--- config.mk ---
export PLATFORM = sky130hd
export DESIGN_NAME = ro_freq_meter_flat
export DESIGN_NICKNAME = d
export VERILOG_FILES = /design/src/rtl/pvt_mon_pkg.sv /design/src/rtl/ro_freq_meter_if.sv /design/src/rtl/pvt_sync2.sv /design/src/rtl/ro_freq_meter.sv /design/src/flat_wrapper.sv
export SDC_FILE = /design/constraint.sdc
export NUM_CORES = 1
export LEC_CHECK = 0
export CAP_MARGIN = 20
export CORE_MARGIN = 3
export CORE_UTILIZATION = 55
export CTS_CLUSTER_SIZE = 30
export DETAILED_ROUTE_END_ITERATION = 6
export PLACE_DENSITY = 0.84
export SYNTH_ARGS = -nofsm -noshare
export SYNTH_HDL_FRONTEND = slang
export SYNTH_SLANG_ARGS = --single-unit
--- constraint.sdc ---
create_clock -name clk -period 2.3 [get_ports clk]
set_input_delay 0.69 -clock clk [delete_from_list [all_inputs] [get_ports clk]]
set_output_delay 0.69 -clock clk [all_outputs]
set_load 0.01 [all_outputs]
--- src/rtl/pvt_mon_pkg.sv ---
// Shared types and defaults for the PVT monitor blocks (ring-oscillator meter and
// the readout blocks that follow it).
package pvt_mon_pkg;

    typedef enum logic [1:0] {
        IDLE   = 2'd0,
        SETTLE = 2'd1,
        COUNT  = 2'd2,
        DONE   = 2'd3
    } fm_state_t;

    localparam int FM_CNT_W  = 16;
    localparam int FM_WIN_W  = 16;
    localparam int FM_SETTLE = 2;

endpackage

--- src/rtl/ro_freq_meter_if.sv ---
// Request/result bundle of the ring-oscillator frequency meter.
// The master issues requests; the slave (the meter) returns results.
interface ro_freq_meter_if #(
    parameter int CNT_W = 16,
    parameter int WIN_W = 16
);
    logic             start;
    logic [WIN_W-1:0] win_len;
    logic             busy;
    logic             done;
    logic [CNT_W-1:0] count;
    logic             overflow;

    modport master (output start, win_len, input busy, done, count, overflow);
    modport slave  (input start, win_len, output busy, done, count, overflow);
endinterface

--- src/rtl/pvt_sync2.sv ---
// Two-flop synchroniser for a single asynchronous bit.
module pvt_sync2 (
    input  logic clk,
    input  logic rst,
    input  logic d,
    output logic q
);
    logic s1_q;
    logic s2_q;

    always_ff @(posedge clk) begin
        if (rst) begin
            s1_q <= 1'b0;
            s2_q <= 1'b0;
        end else begin
            s1_q <= d;
            s2_q <= s1_q;
        end
    end

    assign q = s2_q;
endmodule

--- src/rtl/ro_freq_meter.sv ---
// Counts rising edges of an asynchronous ring-oscillator output over a window of
// win_len clk cycles, after a short synchroniser flush.
module ro_freq_meter
    // SETTLE is also a parameter name, so the state literal is always package-qualified.
    import pvt_mon_pkg::fm_state_t, pvt_mon_pkg::IDLE, pvt_mon_pkg::COUNT, pvt_mon_pkg::DONE,
           pvt_mon_pkg::FM_CNT_W, pvt_mon_pkg::FM_WIN_W, pvt_mon_pkg::FM_SETTLE;
#(
    parameter int CNT_W  = FM_CNT_W,
    parameter int WIN_W  = FM_WIN_W,
    parameter int SETTLE = FM_SETTLE
) (
    input  logic          clk,
    input  logic          rst,
    input  logic          osc_in,
    ro_freq_meter_if.slave bus
);
    localparam int SET_W = $clog2(SETTLE + 1);

    fm_state_t        state_q, state_d;
    logic [WIN_W-1:0] remain_q, remain_d;
    logic [CNT_W-1:0] acc_q, acc_d;
    logic             sat_q, sat_d;
    logic [SET_W-1:0] settle_q, settle_d;
    logic             done_q, done_d;
    logic [CNT_W-1:0] count_q, count_d;
    logic             ovf_q, ovf_d;

    logic osc_s2;
    logic s3_q;
    logic rise;

    pvt_sync2 u_sync (
        .clk (clk),
        .rst (rst),
        .d   (osc_in),
        .q   (osc_s2)
    );

    assign rise = osc_s2 & ~s3_q;

    always_comb begin
        state_d  = state_q;
        remain_d = remain_q;
        acc_d    = acc_q;
        sat_d    = sat_q;
        settle_d = settle_q;
        done_d   = 1'b0;
        count_d  = count_q;
        ovf_d    = ovf_q;
        case (state_q)
            IDLE: begin
                if (bus.start) begin
                    remain_d = bus.win_len;
                    acc_d    = '0;
                    sat_d    = 1'b0;
                    settle_d = SET_W'(SETTLE);
                    state_d  = pvt_mon_pkg::SETTLE;
                end
            end
            pvt_mon_pkg::SETTLE: begin
                settle_d = settle_q - SET_W'(1);
                if (settle_q == SET_W'(1)) begin
                    state_d = (remain_q != '0) ? COUNT : DONE;
                end
            end
            COUNT: begin
                if (rise) begin
                    if (acc_q == '1) begin
                        sat_d = 1'b1;
                    end else begin
                        acc_d = acc_q + CNT_W'(1);
                    end
                end
                remain_d = remain_q - WIN_W'(1);
                if (remain_q == WIN_W'(1)) begin
                    state_d = DONE;
                end
            end
            DONE: begin
                done_d  = 1'b1;
                count_d = acc_q;
                ovf_d   = sat_q;
                state_d = IDLE;
            end
            default: state_d = IDLE;
        endcase
    end

    always_ff @(posedge clk) begin
        if (rst) begin
            state_q  <= IDLE;
            remain_q <= '0;
            acc_q    <= '0;
            sat_q    <= 1'b0;
            settle_q <= '0;
            done_q   <= 1'b0;
            count_q  <= '0;
            ovf_q    <= 1'b0;
            s3_q     <= 1'b0;
        end else begin
            state_q  <= state_d;
            remain_q <= remain_d;
            acc_q    <= acc_d;
            sat_q    <= sat_d;
            settle_q <= settle_d;
            done_q   <= done_d;
            count_q  <= count_d;
            ovf_q    <= ovf_d;
            s3_q     <= osc_s2;
        end
    end

    // The DONE cycle itself is not busy; the result lands on the following edge.
    assign bus.busy     = (state_q == pvt_mon_pkg::SETTLE) || (state_q == COUNT);
    assign bus.done     = done_q;
    assign bus.count    = count_q;
    assign bus.overflow = ovf_q;
endmodule

--- src/flat_wrapper.sv ---
// flat-port wrapper written by rule: the top's interface ports become plain ports
module ro_freq_meter_flat import pvt_mon_pkg::fm_state_t, pvt_mon_pkg::IDLE, pvt_mon_pkg::COUNT, pvt_mon_pkg::DONE,
           pvt_mon_pkg::FM_CNT_W, pvt_mon_pkg::FM_WIN_W, pvt_mon_pkg::FM_SETTLE;
#(
    parameter int CNT_W  = FM_CNT_W,
    parameter int WIN_W  = FM_WIN_W,
    parameter int SETTLE = FM_SETTLE
)
  (clk, rst, osc_in, bus_start, bus_win_len, bus_busy, bus_done, bus_count, bus_overflow);
  ro_freq_meter_if #(.CNT_W(CNT_W), .WIN_W(WIN_W)) bus_i ();
  input  logic clk;
  input  logic rst;
  input  logic osc_in;
  input wire logic [$bits(bus_i.start)-1:0] bus_start;
  input wire logic [$bits(bus_i.win_len)-1:0] bus_win_len;
  output wire logic [$bits(bus_i.busy)-1:0] bus_busy;
  output wire logic [$bits(bus_i.done)-1:0] bus_done;
  output wire logic [$bits(bus_i.count)-1:0] bus_count;
  output wire logic [$bits(bus_i.overflow)-1:0] bus_overflow;
  assign bus_i.start = bus_start;
  assign bus_i.win_len = bus_win_len;
  assign bus_busy = bus_i.busy;
  assign bus_done = bus_i.done;
  assign bus_count = bus_i.count;
  assign bus_overflow = bus_i.overflow;
  ro_freq_meter #(.CNT_W(CNT_W), .WIN_W(WIN_W), .SETTLE(SETTLE)) u_core (.clk(clk), .rst(rst), .osc_in(osc_in), .bus(bus_i));
endmodule
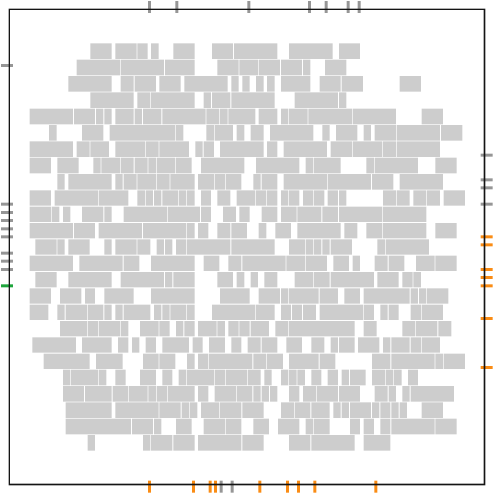
(images/pins.png)
Scale: 6 px per micron. Pins as bars across the die edge, other pins in gray.
Key: bus_busy = green [pins 1, direction output, edge left]; bus_win_len = orange [pins 16, direction input, edge 9 bottom, 7 right]
All pins by edge: 11 right, 11 bottom, 10 left, 7 top.

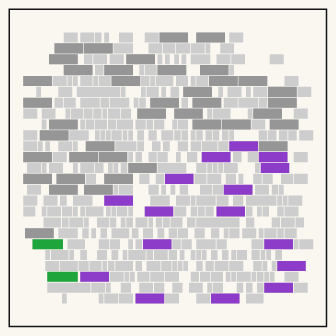
(images/registers.png)
Scale: 4 px per micron. Other sequential cells in the stronger gray, the rest of the logic in the fainter gray.
Key: u_core.remain_q = purple [sequential cells 16]; u_core.state_q = green [sequential cells 2]
Another 40 sequential cells are not colored.
Core Util, Final: 0.754
reported sequential group power: 1400 uW
sequential cell area share: 0.312
Storage cell area: 1160 sq um

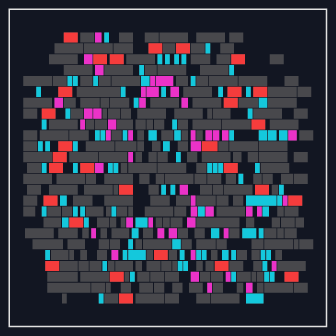
(images/gate_families.png)
Scale: 4 px per micron.
Key: NOR gates = cyan [cells 88]; NAND gates = magenta [cells 46]; multiplexers = red [cells 29, where spread over the die]

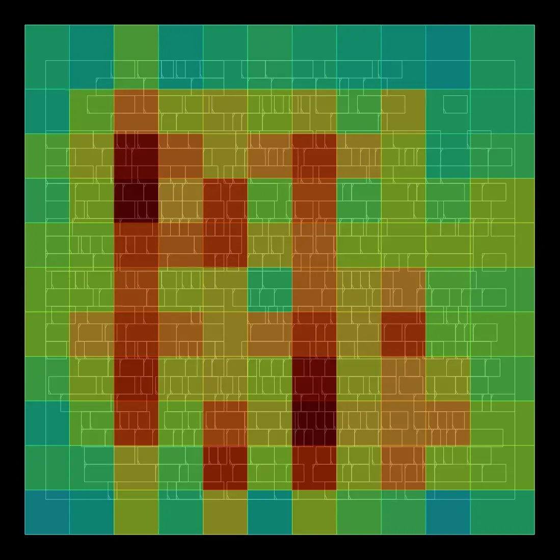
(images/final_congestion.png)
All-Layer GR Usage: 0.245
global route hottest layer: met2
M3 GR Usage: 0.0624
fraction of met1 tracks used by global routing: 0.315
routed length per placed instance: 15.6 microns

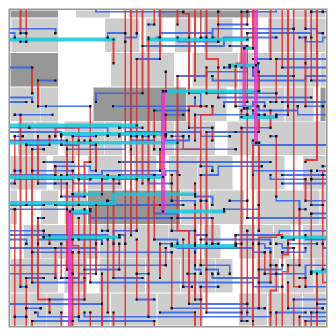
(images/zoom.png)
Region (27, 11) to (52, 36) microns. Cells in gray, sequential cells in the stronger gray; small squares are vias.
Key: met1 = blue; met3 = cyan; met4 = magenta; met2 = red
Most frequent: nor2_1 (10), buf_4 (6), a21oi_1 (5). Netlist names of flops here include u_core.remain_q (3). Sequential cells in the window: 3. 69 logic cells have their middle in the window.

==> results.tsv <==
metric	value	unit
non_clock_buffer_area_share	0.147	
timing.hold.worst.class	reg2reg	
die-height	78.9	microns
clkPwrFrac	0.279	
finalHoldViolCount	0	
dpl.cell_count	452	
dpl-instance-area	3470	sq um
most-common-layout-cells	67 x nor2_1, 56 x dfxtp_1, 37 x clkdlybuf4s50_1	
power_density	1130	nW/um^2
post-route-min-period	2140	ps
tool_warnings	30	
drt_first_pass_iters	6	
max-clock-path-buffers	2	
synth.net_count	376	
clock_tree_from_tritoncts	done	
yosys_warnings	0	
post_synth_main_area_contributors	dfxtp_1 40%, mux2i_1 9.6%, nor2_1 8.6%, ha_1 3.4%, xor2_1 3.0%	
run_status	completed	
clock_tree.htree_level_count	3	
row_count	25	
state kept, by name (all words and copies together), names as in the netlist:
signal / flops
u_core.bus.count: 16
u_core.u_sync.s1_q: 1
u_core.settle_q: 2
u_core.bus.overflow: 1
u_core.acc_q: 16
u_core.s3_q: 1
u_core.bus.done: 1
u_core.sat_q: 1
u_core.u_sync.q: 1
u_core.remain_q: 16
u_core.state_q: 2
path summary, 6_finish.rpt:
check	depth (start not counted)	from	end
setup / recovery	5	u_core.remain_q[0]	u_core.remain_q[7]
hold / removal	1	u_core.u_sync.s1_q	u_core.u_sync.q
setup reg to reg	5	u_core.remain_q[0]	u_core.remain_q[7]
hold reg to reg	1	u_core.u_sync.s1_q	u_core.u_sync.q
timing repair:
action                                  CTS  global route
endpoints found under the setup margin    1             2
gates resized                             3             1
hold buffers                              0             0
Power and IR drop assume default switching activity.
